$ cat src/rtl/iterative_divider.sv
// Multi-cycle restoring shift-subtract divider for DIV/DIVU/REM/REMU.
// One quotient bit per clock; results and flags are registered at the FIX step.
module iterative_divider #(
    parameter int l = 16
) (
    input  logic         Clock,
    input  logic         Reset,
    input  logic         Start,
    input  logic         Signed,
    input  logic [l-1:0] Dividend,
    input  logic [l-1:0] Divisor,
    output logic         Busy,
    output logic         Done,
    output logic [l-1:0] Quotient,
    output logic [l-1:0] Remainder,
    output logic         DivByZero,
    output logic         Overflow
);

    localparam int CW = $clog2(l);
    localparam logic [CW-1:0] LAST_CNT = CW'(l - 1);
    localparam logic [CW-1:0] CNT_ONE  = CW'(1);
    localparam logic [l-1:0]  ONE      = {{(l-1){1'b0}}, 1'b1};
    localparam logic [l-1:0]  ALL_ONES = {l{1'b1}};
    localparam logic [l-1:0]  ALL_ZERO = {l{1'b0}};
    localparam logic [l-1:0]  MIN_NEG  = {1'b1, {(l-1){1'b0}}};

    typedef enum logic [1:0] {
        IDLE = 2'd0,
        RUN  = 2'd1,
        FIX  = 2'd2
    } state_t;

    state_t          state_r, state_s;
    logic [CW-1:0]   cnt_r;
    logic [l-1:0]    d_r;          // dividend magnitude, becomes quotient magnitude
    logic [l-1:0]    p_r;          // partial remainder magnitude
    logic [l-1:0]    div_mag_r;
    logic            qneg_r, rneg_r, zero_r, ovf_r;
    logic            busy_r, done_r, dbz_r, ovfl_r;
    logic [l-1:0]    quot_r, rem_r;
    logic [l:0]      p_shift_s;
    logic [l-1:0]    p_step_s;
    logic            qbit_s;
    logic [l-1:0]    q_res_s, r_res_s;

    function automatic logic [l-1:0] abs_value(input logic sgn, input logic [l-1:0] v);
        return (sgn & v[l-1]) ? (~v + ONE) : v;
    endfunction

    function automatic logic [l-1:0] give_sign(input logic neg, input logic [l-1:0] mag);
        return neg ? (~mag + ONE) : mag;
    endfunction

    // state register
    always_ff @(posedge Clock or posedge Reset) begin
        if (Reset) begin
            state_r <= IDLE;
        end else begin
            state_r <= state_s;
        end
    end

    // next-state logic
    always_comb begin
        state_s = state_r;
        case (state_r)
            IDLE: begin
                if (Start) state_s = RUN;
                else       state_s = IDLE;
            end
            RUN: begin
                if (cnt_r == LAST_CNT) state_s = FIX;
                else                   state_s = RUN;
            end
            FIX:     state_s = IDLE;
            default: state_s = IDLE;
        endcase
    end

    // one restoring step; the true difference always fits in l bits
    always_comb begin
        p_shift_s = {p_r, d_r[l-1]};
        p_step_s  = p_shift_s[l-1:0];
        qbit_s    = 1'b0;
        if (p_shift_s >= {1'b0, div_mag_r}) begin
            p_step_s = p_shift_s[l-1:0] - div_mag_r;
            qbit_s   = 1'b1;
        end else begin
            p_step_s = p_shift_s[l-1:0];
            qbit_s   = 1'b0;
        end
    end

    // re-sign results; zero divisor forces an all-ones quotient
    always_comb begin
        r_res_s = give_sign(rneg_r, p_r);
        if (zero_r) begin
            q_res_s = ALL_ONES;
        end else begin
            q_res_s = give_sign(qneg_r, d_r);
        end
    end

    // operand latch, iteration datapath and registered outputs
    always_ff @(posedge Clock or posedge Reset) begin
        if (Reset) begin
            cnt_r     <= {CW{1'b0}};
            d_r       <= ALL_ZERO;
            p_r       <= ALL_ZERO;
            div_mag_r <= ALL_ZERO;
            qneg_r    <= 1'b0;
            rneg_r    <= 1'b0;
            zero_r    <= 1'b0;
            ovf_r     <= 1'b0;
            busy_r    <= 1'b0;
            done_r    <= 1'b0;
            dbz_r     <= 1'b0;
            ovfl_r    <= 1'b0;
            quot_r    <= ALL_ZERO;
            rem_r     <= ALL_ZERO;
        end else begin
            case (state_r)
                IDLE: begin
                    done_r <= 1'b0;
                    if (Start) begin
                        d_r       <= abs_value(Signed, Dividend);
                        div_mag_r <= abs_value(Signed, Divisor);
                        qneg_r    <= Signed & (Dividend[l-1] ^ Divisor[l-1]);
                        rneg_r    <= Signed & Dividend[l-1];
                        zero_r    <= (Divisor == ALL_ZERO);
                        ovf_r     <= Signed & (Dividend == MIN_NEG) & (Divisor == ALL_ONES);
                        p_r       <= ALL_ZERO;
                        cnt_r     <= {CW{1'b0}};
                        busy_r    <= 1'b1;
                    end
                end
                RUN: begin
                    done_r <= 1'b0;
                    p_r    <= p_step_s;
                    d_r    <= {d_r[l-2:0], qbit_s};
                    cnt_r  <= cnt_r + CNT_ONE;
                end
                FIX: begin
                    quot_r <= q_res_s;
                    rem_r  <= r_res_s;
                    dbz_r  <= zero_r;
                    ovfl_r <= ovf_r;
                    done_r <= 1'b1;
                    busy_r <= 1'b0;
                end
                default: begin
                    done_r <= 1'b0;
                    busy_r <= 1'b0;
                end
            endcase
        end
    end

    assign Busy      = busy_r;
    assign Done      = done_r;
    assign Quotient  = quot_r;
    assign Remainder = rem_r;
    assign DivByZero = dbz_r;
    assign Overflow  = ovfl_r;

endmodule

$ cat config.mk
export PLATFORM = sky130hd
export DESIGN_NAME = iterative_divider
export DESIGN_NICKNAME = d
export VERILOG_FILES = /design/src/rtl/iterative_divider.sv
export SDC_FILE = /design/constraint.sdc
export NUM_CORES = 1
export LEC_CHECK = 0
export ABC_AREA = 1
export CAP_MARGIN = 5
export CELL_PAD_IN_SITES_DETAIL_PLACEMENT = 1
export CELL_PAD_IN_SITES_GLOBAL_PLACEMENT = 1
export CORE_ASPECT_RATIO = 1.25
export CORE_UTILIZATION = 46
export CTS_BUF_LIST = sky130_fd_sc_hd__clkbuf_8
export CTS_CLUSTER_SIZE = 30
export DETAILED_ROUTE_END_ITERATION = 10
export GPL_ROUTABILITY_DRIVEN = 0
export PLACE_DENSITY = 0.89
export SETUP_SLACK_MARGIN = 0.2
export SLEW_MARGIN = 20
export SYNTH_ARGS = -nofsm -noshare
export SYNTH_HDL_FRONTEND = slang
export SYNTH_SLANG_ARGS = --single-unit
$ cat constraint.sdc
create_clock -name Clock -period 7.17 [get_ports Clock]
set_input_delay 2.151 -clock Clock [delete_from_list [all_inputs] [get_ports Clock]]
set_output_delay 2.151 -clock Clock [all_outputs]
set_load 0.01 [all_outputs]
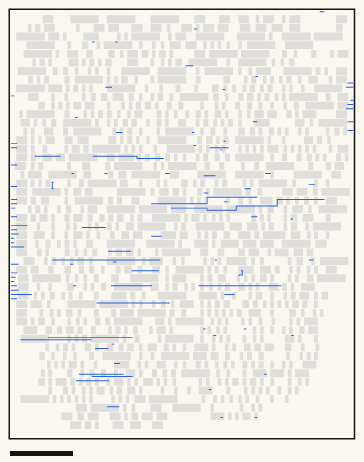
Run 1: M3 wires
Bar = 20 microns. Cells faint in the background.
share of all routed wire: 2.2%
wire length on this layer: 431 microns

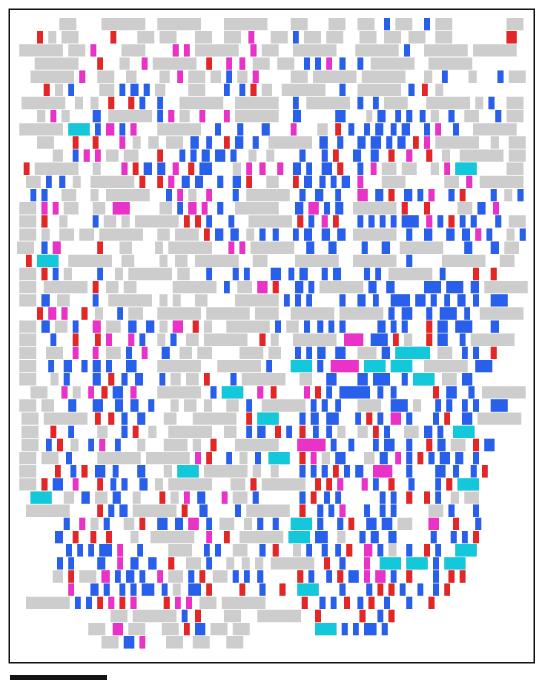
Run 1: logic cells by family
Bar = 20 microns.
[magenta] NOR gates | cells: 101 | where: spread over the die
[cyan] adder and majority cells | cells: 23
[blue] NAND gates | cells: 416 | where: spread over the die
[red] inverters | cells: 134 | where: spread over the die

==> CHANGELOG.md, run 1 <==
## Implementation

- Outcome: finished clean
- Post-route ant nets: 0
- I/O pin total: 72
- CTS Buf Count: 9
- Worst-Margin Slew: 0.699 ns
- Max-cap violations: 0
- DRT Pass-1 Iters: 4
- WS Path Type: in2reg
- Crit path top cell by count: buf_4
- Vertical die dimension: 135 microns
- Clock-pin slew on the worst setup and hold paths: 0.10 ns
- WP data arrival: 4.02 ns
- Worst path cell trace: clkdlybuf4s50_1, nand3_1, buf_4, inv_2, nor2_2, buf_4, a22oi_1, o21ai_0
- Pin count of the biggest net entering global routing: 52
- Gr usage total: 29.0%
- Worst Path Required: 7.42 ns
- Slew margin rel.: 53.3%
- Hold crit path type: reg2reg
- Vias: 6,349
- Post-Synthesis Cells: 933
- CP Max Fanout: 36
- Cell area leaders: dfrtp_1 36%, nand2_1 16%, inv_1 7.5%
- Cycle use final: 52.6%
- NumNets Final: 1,052
- WL per Instance: 16.8 microns
- Area leader, netlist: dfrtp_1
- Area leader share: 36.2%
- Cell Area, Placed: 7320 sq um
- Crit end category: flop
- Core Util at FP: 47.0%
- Finished Layout Cells: 1,173
- Clock Sink Count: 94
- Cts hold-fix bufs: 0
- Ys Warns: 0
- Buf+Inv Stages, Crit Path: 4
- Number of global-route vias before repair: 6,641
- OpenROAD warnings: 27
- DRC viols: 0
- Max Clock Skew: 0.0170 ns
- Clock tree buffer depth: 2
- Worst vdd ir: 0.000215 V
- Synth Area per Inst: 6.96 sq um
- Post-Place Cells: 1,157
- FFs w/ async S/R, synth: 100%
- Top FF cell, synth: dfrtp_1
- Largest stage delay, worst path: 0.46 ns
- Final Slew Violations: 0
- Layout cells sized above 1: 6.31%
- Final Hold Fails: 0
- Synth top cell by count: nand2_1
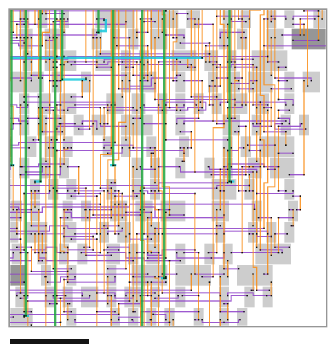
Run 1: close-up of the layout
Bar = 10 microns. Region (61, 14) to (101, 54) microns. Cells in grey, sequential cells in the stronger grey; small squares are vias.
[purple] met1
[green] met4
[cyan] met3
[orange] met2
cells with their middle in the window: 149
sequential cells in the window: 0
most frequent: nand2_1 (67), inv_1 (27), nand3_1 (8)

run 1: metal layers:
layer	vias to the layer above	share of wire, %	GRT usage (%)
li1	3119	-	-
met1	3064	41	33.5
met2	109	52	51.4
met3	57	2.2	3.04
met4	0	5.1	16.7
met5	-	0	0
run 1: placed cells by master, fill, tap and decap left out, drive strengths merged, types with 3 or more instances in the layout:
cell	instances
nand2	289
inv	136
nand3	102
dfrtp	94
nor2	87
clkdlybuf4s50	71
o21ai	47
a21oi	22
ha	22
xor2	21
nand4	18
a22oi	13
nor3	10
a31oi	9
clkbuf	9
nand3b	7
xnor2	6
buf	6
o22ai	5
nor4	4
o31ai	3
clkinv	3
run 1: worst paths after layout:
kind / end / slack, ns / start
setup / recovery: d_r[13]$_DFFE_PP0P_ / 3.40 / Start
min in group asynchronous: Remainder[5]$_DFFE_PP0P_ / 2.17 / Reset
hold reg to reg: Remainder[14]$_DFFE_PP0P_ / 0.49 / Remainder[14]$_DFFE_PP0P_
max in group asynchronous: d_r[11]$_DFFE_PP0P_ / 3.88 / Reset
setup reg to reg: d_r[0]$_DFFE_PP0P_ / 4.76 / p_r[13]$_DFFE_PP0P_
hold / removal: Remainder[14]$_DFFE_PP0P_ / 0.49 / Remainder[14]$_DFFE_PP0P_
run 1: cell type report:
class | instances | area (sq um) | share of cell area [%]
multi-input cells | 677 | 3490 | 46.5
flip-flops and latches | 94 | 2350 | 31.3
repair buffers | 77 | 756 | 10.1
inverters | 134 | 505 | 6.74
well taps | 175 | 219 | 2.92
clock buffers | 9 | 124 | 1.65
clock inverters | 7 | 56.3 | 0.750
run 1: registers in the layout (all words and copies together), names as in the netlist, 2 cells and up:
name	count
state_r	2
d_r	16
cnt_r	4
Remainder	16
p_r	16
div_mag_r	16
Quotient	16
run 1: worst register-to-register path, stage by stage (launching register included):
cell	delay, ns
dfrtp_1	0.49
ha_1	0.42
a21oi_1	0.27
o21a_1	0.15
nand2_1	0.09
nor2_4	0.36
nand2_4	0.24
nand2_1	0.18
o211ai_1	0.10
run 1: report_power, final:
| group | total, mW | internal [mW] | switching (mW) | leakage (nW) |
|---|---|---|---|---|
| sequential | 1.08 | 0.786 | 0.290 | 1.09 |
| combinational | 2.30 | 0.890 | 1.41 | 2.52 |
| clock | 0.349 | 0.130 | 0.219 | 0.0896 |
run 1: through the flow:
step | power, mW | worst slack (ns) | utilization (%)
floorplan | 2.64 | 2.57 | -
global placement | 3.27 | 3.14 | 53.0
detailed placement | 3.37 | 3.08 | 53.0
CTS | 3.74 | 3.41 | 54.3
global route | 4.07 | 3.26 | 54.3
finish | 3.72 | 3.40 | 54.3
run 1: cell families (layout without fill, tap and decap cells):
group	count (synthesis)	after routing	synth area share (%)
simple gates	521	521	36.1
flops	94	94	36.2
xor+xnor	27	27	3.64
fa+ha+maj	23	23	4.55
compound gates	106	106	9.40
buf+inv	162	227	10.0
Run 1, routing congestion:
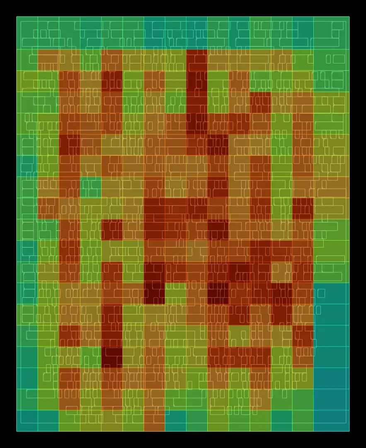

==> run 2: changes to the inputs <==
CORE_UTILIZATION = 42   (was 46)
PLACE_DENSITY = 0.82   (was 0.89)
clock period = 3.5 ns   (was 7.17 ns; I/O delays follow)
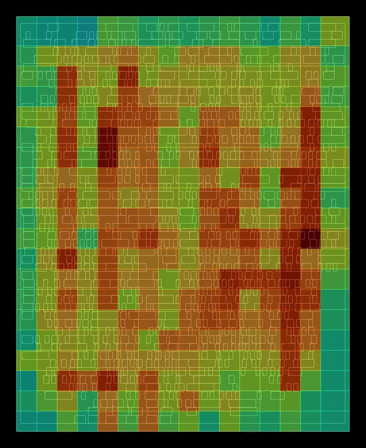
Run 2: routing congestion
gr usage total: 26.1%
met1 Track Usage GR: 29.1%
final core utilization: 50.2%
met3 Usage GRT: 2.79%
global-route track usage on met2: 49.9%

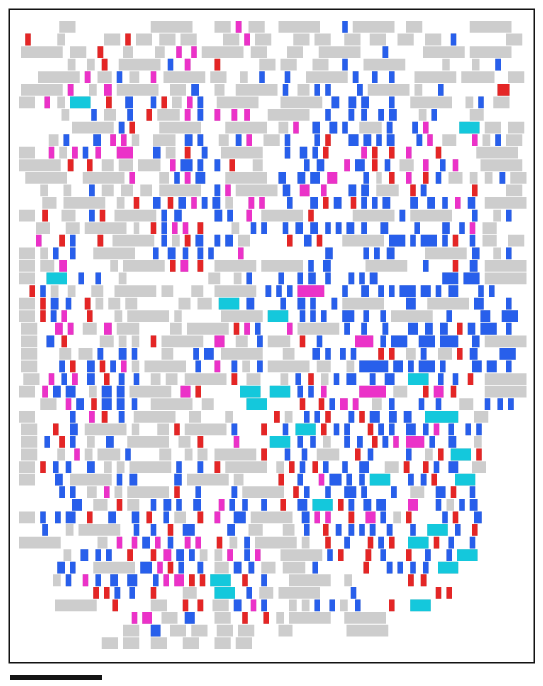
Run 2: logic cells by family
Bar = 20 microns.
[cyan] adder and majority cells | cells: 23
[magenta] NOR gates | cells: 101 | where: spread over the die
[blue] NAND gates | cells: 416 | where: spread over the die
[red] inverters | cells: 134 | where: spread over the die

==> run 2 against run 1 <==
Effect of this change: cell area grew 0.53%; core utilization fell by 4.1 points; critical path depth down 2; combinational power rose by 100%; clock skew grew 0.0011 ns; sequential power is 100% higher; largest power group unchanged.
==> CHANGELOG.md, run 2 <==
## Implementation

- WP data arrival: 2.78 ns
- Worst path cell trace: clkdlybuf4s50_1, nand2_1, clkinv_1, nand2_1, xor2_1, o21ai_0
- I/O pin total: 72
- Top cells excl fill/tap: 275 x nand2_1, 130 x inv_1, 94 x dfrtp_1
- Cts hold-fix bufs: 0
- Final Hold Fails: 0
- Final Power: 7.59 mW
- Vias: 6,301
- Final WS setup: 0.967 ns
- Area leader, netlist: dfrtp_1
- Register Area: 2350 sq um
- Clock-pin slew on the worst setup and hold paths: 0.08 ns
- Outcome: finished clean
- Vertical die dimension: 141 microns
- Core Util at FP: 43.3%
- Largest stage delay, worst path: 0.46 ns
- Synth top cell by count: nand2_1
- Clock tree buffer depth: 2
- Top FF cell, synth: dfrtp_1
- Final Slew Violations: 0
- Worst Path Required: 3.74 ns
- Most numerous logic cell after layout: nand2_1
- WS Path Type: in2reg
- Post-place setup slack: 0.631 ns
- CP Max Fanout: 17
- Clock Sink Count: 94
- OpenROAD warnings: 27
- Layout cells sized above 1: 6.49%
- Crit path top cell by count: nand2_1
- Ys Warns: 0
run 2: per-stage QoR:
stage          hold WS, ns  instance area (sq um)  cells
6_report             0.484                   7540   1183
5_1_grt              0.525                   7540   1183
4_1_cts              0.490                   7540   1183
3_3_place_gp         0.467                   7370   1167
2_1_floorplan        0.449                   6500    933
3_5_place_dp         0.468                   7370   1167
run 2: logic make-up after synthesis:
group / Yosys count / synth area share (%)
simple gates: 521 / 36.1
buf+inv: 162 / 10.0
compound gates: 106 / 9.40
flops: 94 / 36.2
xor+xnor: 27 / 3.64
fa+ha+maj: 23 / 4.55
run 2: area by class of cell:
type	instances	share of cell area, %
Multi-Input combinational cell	677	46.3
Tap cell	182	3.02
Sequential cell	94	31.2
Inverter	134	6.72
Clock inverter	6	0.498
Clock buffer	10	1.82
Timing Repair Buffer	80	10.5
run 2: final timing paths:
path / from / end / slack [ns]
max: Divisor[15] / div_mag_r[6]$_DFFE_PP0P_ / 0.97
min: div_mag_r[9]$_DFFE_PP0P_ / div_mag_r[9]$_DFFE_PP0P_ / 0.48
max reg2reg: p_r[10]$_DFFE_PP0P_ / d_r[0]$_DFFE_PP0P_ / 1.09
min reg2reg: div_mag_r[9]$_DFFE_PP0P_ / div_mag_r[9]$_DFFE_PP0P_ / 0.48
max in group asynchronous: Reset / d_r[5]$_DFFE_PP0P_ / 1.92
min in group asynchronous: Reset / Remainder[2]$_DFFE_PP0P_ / 0.95
run 2: worst max-delay path: cells and delay by family:
kind | cells | cell delay, ns
buffers and inverters | 2 | 0.92
AND/OR/NAND/NOR | 2 | 0.50
XOR/XNOR | 1 | 0.18
AND-OR/OR-AND | 1 | 0.11
run 2: metal layers:
metal  track usage, %  share of wire [%]  vias to the layer above
met1             29.1                 41                     3065
met5                0                  0                        -
met3             2.79                1.8                       32
met4             10.7                3.1                        0
li1                 -                  -                     3117
met2             49.9                 54                       87
run 2: power by group:
part / switching, mW / leakage, nW / internal [mW]
combinational: 2.87 / 2.53 / 1.84
clock: 0.419 / 0.0953 / 0.276
sequential: 0.583 / 1.09 / 1.61
total: 3.87 / 3.72 / 3.73
Run 2, M3 wires:
Bar = 20 microns. Cells faint in the background.
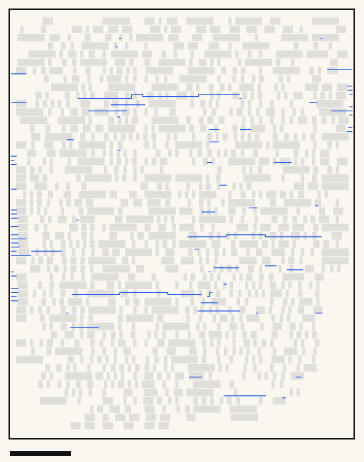

==> run 3: changes to the inputs <==
CORE_UTILIZATION = 38   (was 42)
PLACE_DENSITY = 0.78   (was 0.82)
clock period = 2.2 ns   (was 3.5 ns; I/O delays follow)
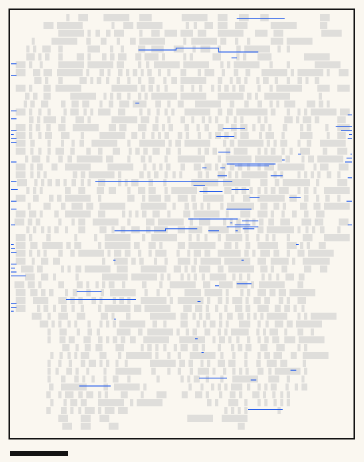
Run 3: M3 wires
Bar = 20 microns. Cells faint in the background.
share of all routed wire: 1.9%
longest straight run: 47.1 microns
main direction: horizontal
nets with wire on the layer: 60
wire length on this layer: 406 microns

==> run 3 against run 2 <==
Effect of this change: the run now ends with DRC left; cell count grew 8.9%; area after synthesis did not move; clock skew decreased by 0.0059 ns; largest power group unchanged; highest routed layer unchanged.
==> CHANGELOG.md, run 3 <==
## Implementation

- Layout cells sized above 1: 19.2%
- Final Power: 14.4 mW
- Synth Area in Compound Gates: 9.40%
- WL per Instance: 16.6 microns
- Hold crit path type: reg2reg
- Crit end category: flop
- Yosys xor share: 3.64%
- Adder Share, Synth: 4.55%
- Top cells excl fill/tap: 260 x nand2_1, 115 x inv_1, 85 x nand3_1
- Worst vdd ir: 0.000511 V
- Top FF cell, synth: dfrtp_1
- Area leader share: 36.2%
- Cts hold-fix bufs: 0
- Worst path cell trace: inv_2, ha_4, inv_2, fa_2, nand3_2, nand3_4, a21oi_2, xor2_1, buf_4, nand2_2, nand3_2, nand2_1
- Final core utilization: 51.4%
- Pin count of the biggest net entering global routing: 95
- Vias: 6,587
- Clock tree buffer depth: 2
- Synth top cell by count: nand2_1
- WS Path Type: reg2reg
- I/O pin total: 72
- Worst Path Required: 2.50 ns
- Outcome: finished with violations
- Worst-Margin Slew: 0.534 ns
- Slew margin rel.: 64.4%
- Cycle use final: 90.5%
- R2r setup slk: 0.21 ns
- DRT Pass-1 Iters: 7
- Gr usage total: 23.5%
- Area leader, netlist: dfrtp_1
- Post-route ant nets: 0
- Failing checks: DRC
- Simple-Gate Area Share: 36.1%
- Ys Warns: 0
- Largest stage delay, worst path: 0.42 ns
- Max-cap violations: 0
- Vertical die dimension: 148 microns
- Clock-pin slew on the worst setup and hold paths: 0.11 ns
- Clock Sink Count: 94
- Max Clock Skew: 0.0122 ns
- Root Driver: clkbuf_8
- Post-Synthesis Cells: 933
- NumNets Final: 1,122
- OpenROAD warnings: 29
- CP delay by family, top: adder cells
- Top comb family, area: simple AND/OR/NAND/NOR gates
- DRC viols: 1
- YS chip area: 6490 sq um
- Buf+Inv Stages, Crit Path: 3
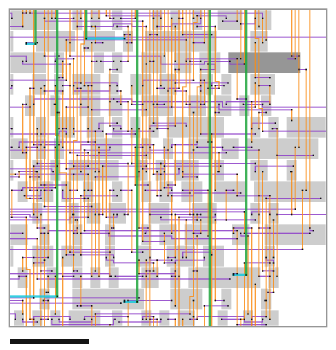
Run 3: close-up of the layout
Bar = 10 microns. Region (69, 17) to (109, 57) microns. Cells in grey, sequential cells in the stronger grey; small squares are vias.
[orange] met2
[purple] met1
[cyan] met3
[green] met4
cells with their middle in the window: 126
sequential cells in the window: 1
netlist names of flops here include: p_r (1)
most frequent: nand2_1 (39), inv_1 (21), nand2_2 (13)

==> run 3: cell counts after synthesis <==
No cell type changed its count.
==> run 3: cell families after synthesis <==
kind of cell,Yosys count
xor+xnor,27
fa+ha+maj,23
buf+inv,162
compound gates,106
flops,94
simple gates,521
==> run 3: worst paths after layout <==
kind | end | cells after the start | from
max in group asynchronous | p_r[10]$_DFFE_PP0P_ | 3 | Reset
setup reg to reg | p_r[8]$_DFFE_PP0P_ | 12 | d_r[15]$_DFFE_PP0P_
hold reg to reg | Busy$_DFFE_PP0P_ | 2 | Busy$_DFFE_PP0P_
min in group asynchronous | Remainder[11]$_DFFE_PP0P_ | 3 | Reset
setup / recovery | p_r[8]$_DFFE_PP0P_ | 12 | d_r[15]$_DFFE_PP0P_
hold / removal | Busy$_DFFE_PP0P_ | 2 | Busy$_DFFE_PP0P_
==> run 3: metrics by stage <==
stage	hold WS (ns)	cells	area [sq um]	setup TNS, ns	setup slack (ns)
floorplan	0.449	933	6500	0	0.324
global placement	0.466	1246	7760	-3.29	-0.182
detailed placement	0.472	1246	7760	-4.49	-0.224
CTS	0.498	1263	8110	0	0.146
global route	0.517	1288	8620	0	0.117
finish	0.489	1288	8620	0	0.210
==> run 3: layout make-up <==
class / instances / area [sq um]
clock buffers: 9 / 124
clock inverters: 7 / 93.8
fillers: 2093 / 8160
inverters: 134 / 507
multi-input cells: 678 / 3860
flip-flops and latches: 94 / 2370
well taps: 220 / 275
repair buffers: 146 / 1390
==> run 3: routing by layer <==
metal	track usage, %	share of wire (%)	up-vias
met1	28.0	42	3193
met4	8.67	3.5	0
li1	-	-	3255
met2	43.2	53	102
met3	2.53	1.9	37
met5	0	0	-
==> run 3: worst reg2reg max path: cells and delay by family, from the launching register on <==
family                     cells  cell delay (ns)
buffers and inverters          3             0.28
DFF                            1             0.42
adders and majority gates      2             0.53
xor gates and xnor gates       1             0.16
and+or+nand+nor                5             0.35
AOI/OAI and AO/OA              1             0.16
==> run 3: report_power, final <==
part	leakage, nW	switching [mW]	internal, mW
combinational	3.01	5.57	4.19
clock	0.106	0.730	0.555
sequential	1.08	0.797	2.59
==> run 3: timing repair <==
item	4_1_cts	5_1_grt
buffers inserted	1	22
endpoints found under the setup margin	27	48
gates resized	28	81
pin swaps	1	29
gates cloned	0	3
Power and IR drop assume default switching activity.
